`src/rtl/cordic_share_sched.sv`:
```
// Round-robin scheduler sharing one pipelined CORDIC cosine unit among NREQ requesters.
// Define CORDIC_SCHED_PERF_EN to add the perf_issued / perf_stall counters.
module cordic_share_sched #(
  parameter int  NREQ    = 4,
  parameter int  LATENCY = 3,
  localparam int IDXW    = $clog2(NREQ)
) (
  input  logic                 clock,
  input  logic                 aclr_n,
  input  logic [NREQ-1:0]      req_valid,
  input  logic [32*NREQ-1:0]   req_data,
  output logic [NREQ-1:0]      req_ready,
  output logic [NREQ-1:0]      rsp_valid,
  output logic [32*NREQ-1:0]   rsp_data,
  input  logic [NREQ-1:0]      rsp_ready,
  output logic                 cordic_aclr,
  output logic                 cordic_clk_en,
  output logic [31:0]          cordic_dataa,
  input  logic [31:0]          cordic_result
`ifdef CORDIC_SCHED_PERF_EN
  ,
  output logic [31:0]          perf_issued,
  output logic [31:0]          perf_stall
`endif
);

  logic [LATENCY-1:0] tag_v_reg;
  logic [IDXW-1:0]    tag_idx_reg [LATENCY];
  logic [IDXW-1:0]    rr_ptr_reg;
  logic [NREQ-1:0]    rsp_valid_reg;
  logic [31:0]        rsp_data_reg [NREQ];

  logic            head_v;
  logic [IDXW-1:0] head_idx;
  logic            adv;
  logic            grant_v;
  logic [IDXW-1:0] grant_idx;

  assign head_v   = tag_v_reg[LATENCY-1];
  assign head_idx = tag_idx_reg[LATENCY-1];

  // The only stall source: a finished op whose owner's buffer is full and not draining.
  assign adv = aclr_n & ~(head_v & rsp_valid_reg[head_idx] & ~rsp_ready[head_idx]);

  assign cordic_aclr   = ~aclr_n;
  assign cordic_clk_en = adv;

  always_comb begin
    int              j;
    logic [IDXW-1:0] jj;
    grant_v   = 1'b0;
    grant_idx = '0;
    j         = 0;
    jj        = '0;
    for (int k = 0; k < NREQ; k++) begin
      j = int'(rr_ptr_reg) + k;
      if (j >= NREQ) j = j - NREQ;
      jj = IDXW'(j);
      if (adv && !grant_v && req_valid[jj]) begin
        grant_v   = 1'b1;
        grant_idx = jj;
      end
    end
  end

  always_comb begin
    req_ready    = '0;
    cordic_dataa = 32'h0;
    if (grant_v) begin
      req_ready[grant_idx] = 1'b1;
      cordic_dataa         = req_data[32*grant_idx +: 32];
    end
  end

  always_ff @(posedge clock) begin
    if (!aclr_n) begin
      tag_v_reg  <= '0;
      rr_ptr_reg <= '0;
    end else if (adv) begin
      tag_v_reg[0]   <= grant_v;
      tag_idx_reg[0] <= grant_idx;
      for (int k = 1; k < LATENCY; k++) begin
        tag_v_reg[k]   <= tag_v_reg[k-1];
        tag_idx_reg[k] <= tag_idx_reg[k-1];
      end
      if (grant_v)
        rr_ptr_reg <= (grant_idx == IDXW'(NREQ-1)) ? '0 : grant_idx + 1'b1;
    end
  end

  // Capture takes priority over consume so a same-cycle refill keeps valid high with new data.
  always_ff @(posedge clock) begin
    if (!aclr_n) begin
      rsp_valid_reg <= '0;
      for (int i = 0; i < NREQ; i++) rsp_data_reg[i] <= 32'h0;
    end else begin
      for (int i = 0; i < NREQ; i++) begin
        if (adv && head_v && head_idx == IDXW'(i)) begin
          rsp_valid_reg[i] <= 1'b1;
          rsp_data_reg[i]  <= cordic_result;
        end else if (rsp_valid_reg[i] && rsp_ready[i]) begin
          rsp_valid_reg[i] <= 1'b0;
        end
      end
    end
  end

  assign rsp_valid = rsp_valid_reg;

  genvar gi;
  generate
    for (gi = 0; gi < NREQ; gi++) begin : g_rsp
      assign rsp_data[32*gi +: 32] = rsp_data_reg[gi];
    end
  endgenerate

`ifdef CORDIC_SCHED_PERF_EN
  logic [31:0] perf_issued_reg;
  logic [31:0] perf_stall_reg;

  always_ff @(posedge clock) begin
    if (!aclr_n) begin
      perf_issued_reg <= 32'h0;
      perf_stall_reg  <= 32'h0;
    end else begin
      if (grant_v) perf_issued_reg <= perf_issued_reg + 32'd1;
      if (!adv)    perf_stall_reg  <= perf_stall_reg + 32'd1;
    end
  end

  assign perf_issued = perf_issued_reg;
  assign perf_stall  = perf_stall_reg;
`endif

endmodule
```
`config.mk`:
```
export PLATFORM = sky130hd
export DESIGN_NAME = cordic_share_sched
export DESIGN_NICKNAME = d
export VERILOG_FILES = /design/src/rtl/cordic_share_sched.sv
export SDC_FILE = /design/constraint.sdc
export NUM_CORES = 1
export LEC_CHECK = 0
export ABC_AREA = 1
export CAP_MARGIN = 20
export CORE_AREA = 2 2 133 135
export CTS_CLUSTER_SIZE = 14
export DETAILED_ROUTE_END_ITERATION = 6
export DIE_AREA = 0 0 135 137
export DONT_BUFFER_PORTS = 1
export RECOVER_POWER = 25
export SLEW_MARGIN = 20
export SYNTH_ARGS = -nofsm -noshare
export SYNTH_HDL_FRONTEND = slang
export SYNTH_SLANG_ARGS = --single-unit
```
`constraint.sdc`:
```
create_clock -name clock -period 3.75 [get_ports clock]
set_input_delay 0.75 -clock clock [delete_from_list [all_inputs] [get_ports clock]]
set_output_delay 0.75 -clock clock [all_outputs]
set_load 0.03 [all_outputs]
```
Cell outlines without signal wires:
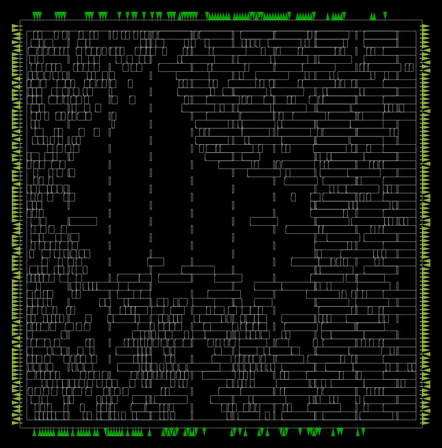
Fill cells: 1646
Std-Cell Rows: 48
Seq/total area: 0.5110
fin cells: 1070
Placeable Area: 17060 µm²

I/O pins on the die edge:
Scale: 3 px per µm. Pins as bars across the die edge, other pins in gray.
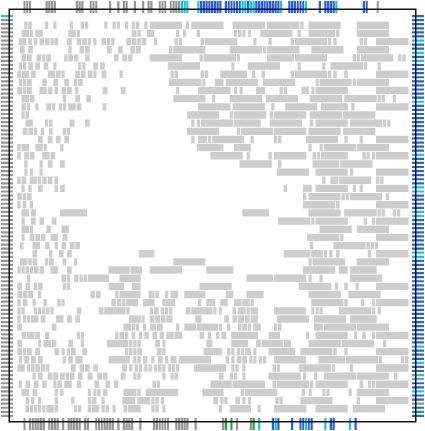
| color | port | pins | direction | edge |
|---|---|---|---|---|
| blue | `rsp_data` | 128 | output | 81 right, 37 top, 10 bottom |
| cyan | `cordic_result` | 32 | input | 15 right, 11 top, 5 bottom, 1 left |
| green | `rsp_valid` | 4 | output | 3 bottom, 1 right |
all pins by edge: 99 left, 99 right, 77 top, 65 bottom

Routed metal, one color a layer:
Scale: 3 px per µm. Two of the layers only.
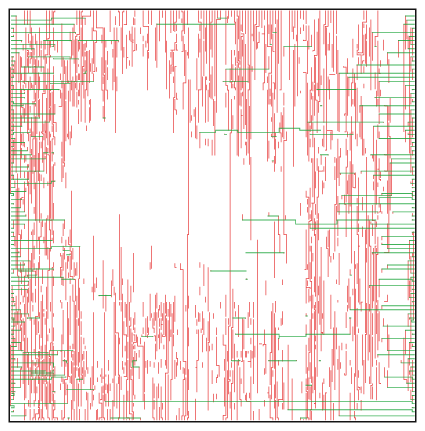
| color | layer | wire length |
|---|---|---|
| red | met2 | 10700 µm |
| green | met3 | 1860 µm |

Wires at chosen ports, followed through buffers:
Scale: 2 px per µm.
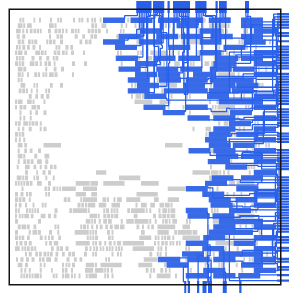
| color | port | bits | direction | edge | end cells | buffers | wire |
|---|---|---|---|---|---|---|---|
| blue | `rsp_data` | 128 | output | 81 right, 37 top, 10 bottom | 128 | 0 | 2970 µm |

## logic make-up after synthesis
kind of cell	synth area share
DFF	0.5922
and+or+nand+nor	0.2647
AOI/OAI and AO/OA	0.03296
buffers and inverters	0.1031
adders and majority gates	0.007050
## metal layers
metal,track usage,wire [µm]
met2,0.3796,10700
met4,0.1030,577
met5,0,0
met3,0.06963,1859
met1,0.2563,8269
## power by group through the flow
stage | clock network, mW | logic [mW] | registers [mW]
floorplan | 0 | 2.47 | 2.10
global placement | 0 | 3.40 | 2.14
detailed placement | 0 | 3.40 | 2.14
CTS | 1.64 | 3.42 | 2.11
global route | 1.70 | 3.87 | 2.12
finish | 1.61 | 3.54 | 2.11
## critical path, stage by stage, from the launching register on
cell      delay [ps]
dfxtp_1          510
inv_4            100
nand2_1           80
nand2_1          100
nand2_1           90
nand2_1           70
o211ai_2         240
nand2_1          150
nand2_4          150
nand2_1          140
buf_12           200
nand3_1           90
nand3_1           80
a21oi_1          200
buf_4            190
## final cells by class
| type | instances | area [µm²] |
|---|---|---|
| fillers | 1646 | 8830 |
| flip-flops and latches | 143 | 4204 |
| multi-input cells | 490 | 2183 |
| repair buffers | 54 | 500.5 |
| inverters | 124 | 475.5 |
| clock buffers | 17 | 425.4 |
| well taps | 225 | 281.5 |
| clock inverters | 15 | 151.4 |
| diodes | 2 | 5.005 |
## cells in the mapped netlist
library cell,count
ha_1,4
buf_4,5
nand3b_1,1
nand3_4,1
nand4_1,2
nor2_2,1
buf_6,5
edfxtp_1,134
nor2_1,133
nand3_1,145
inv_2,7
inv_4,2
nand2_1,153
buf_2,20
a21oi_1,40
o211ai_2,1
dfxtp_1,9
nand2_4,1
o22ai_1,1
o21ai_0,3
clkbuf_1,18
nand2_2,4
inv_1,115
## cell usage in the layout (no fill, tap or decap), types with 4 or more instances in the layout
cell       instances
inv_1            115
buf_12             5
nor2_1           131
inv_2              6
nand2_1          153
nand3_1          145
inv_6              4
ha_1               4
buf_4             44
clkinv_4           4
nand2_4            4
a21oi_1           40
dfxtp_1            9
clkbuf_16         18
edfxtp_1         134
## how the worst min path moves through the flow
| stage | start | end | slack, ps | depth (start not counted) |
|---|---|---|---|---|
| 6_report | tag_idx_reg[0][1] | tag_idx_reg[0][3] | 430 | 0 |
| 5_1_grt | tag_idx_reg[0][2] | tag_idx_reg[0][4] | 430 | 0 |
| 4_1_cts | tag_idx_reg[0][1] | tag_idx_reg[0][3] | 420 | 0 |
| 3_5_place_dp | tag_idx_reg[0][1] | tag_idx_reg[0][3] | 410 | 0 |
| 3_3_place_gp | tag_idx_reg[0][3] | tag_idx_reg[0][5] | 400 | 0 |
| 2_1_floorplan | tag_idx_reg[0][0] | tag_idx_reg[0][2] | 400 | 0 |
## metrics by stage
stage	setup slack, ps	utilization	area, µm²
4_1_cts	55.34	0.4770	8137
5_1_grt	-12.73	0.4823	8227
6_report	170.3	0.4823	8227
2_1_floorplan	473.2	-	7099
3_5_place_dp	413.3	0.4432	7560
3_3_place_gp	381.6	0.4432	7560
## what timing repair did
item,CTS,global route
gates resized,0,17
setup buffers,0,1
setup endpoints to repair,0,30
==> impl_metrics.yaml <==
# synthesis and place-and-route metrics
power_and_ir_drop:
  switchingPower_mw: 3.332
  power.internal_mw: 3.925
  swShare: 0.4591
  p_seq_frac: 0.290
  clockPowerShare: 0.221
  p_comb_frac: 0.488
  power_density_nw_per_um2: 882.1
  leakage_nw: 3.839
clock_tree:
  clockBufferDepth: 2
  htreeDepth: 4
  insertion_delay_ps: 420
  clk_pin_slew_ps: 70
  numCtsBuffers: 17
  cts_hold_buf: 0
  cts_tree: "yes"
  cts_root_buffer: "clkbuf_16"
final_timing:
  max-slew-margin-rel: 0.6705
  clock.fmax_mhz: 279.4
  finalSetupViolCount: 0
  slew_viol_final: 0
  fin_setup_tns_ps: 0
  tightest_slew_ps: 494.3
  fin_crit_sh: 0.9546
  period_minus_slack_ps: 3580
  skew_ps: 12.36
  hold_viol: 0
final_layout:
  syn2layout_area_growth_pct: 15.88
  final_nets: 1004
  largest_register_ffs: 128
  drive_gt1_frac: 0.1222
placement:
  post-place-cells: 1034
  port_buffers: 0
  dpl.hpwl_um: 14860
global_route:
  track_usage: 0.2225
  antenna_found_initial: 2
  grt_pass1_wl_um: 30840
  grt_pass1_vias: 5353
route:
  drt_iter0_drc: 372
  final_antenna_net_count: 0
  drc_errors: 0
  drt_first_pass_iters: 4
  vias_per_cell: 5.345
  wl_per_cell_um: 20.01
synthesis:
  top_cell_area_share: 0.5668
  synth_cells: 805
  synth_flops: 143
  ys_top_cells_by_area: "edfxtp_1 57%, nand3_1 10%, nand2_1 8.1%, nor2_1 7.0%, inv_1 6.1%"
  yosysWarnings: 0
  top_area_cell: "edfxtp_1"
  synth-area-yosys_um2: 7099
  ys_seq_share: 0.5922
  yosysCellCount: 805
setup_path:
  cp_data_required_time_ps: 3000
  startpoint_type: "flip-flop"
  crit_end: "cordic_dataa[30]"
  r2r.worst_path.cells: 14
  crit_type: "reg2out"
  r2r_end: "rr_ptr_reg[1]"
  startpoint: "rr_ptr_reg[0]"
  end_kind: "primary output"
min_path:
  hold_class: "reg2reg"
run:
  tool_warnings: 29
die:
  die_h_um: 137
  initial_core_util: 0.4162
  die_w_um: 135
  ios: 340
status:
  status: "finished, final reports clean"
Power is estimated from default activity; no workload was simulated.
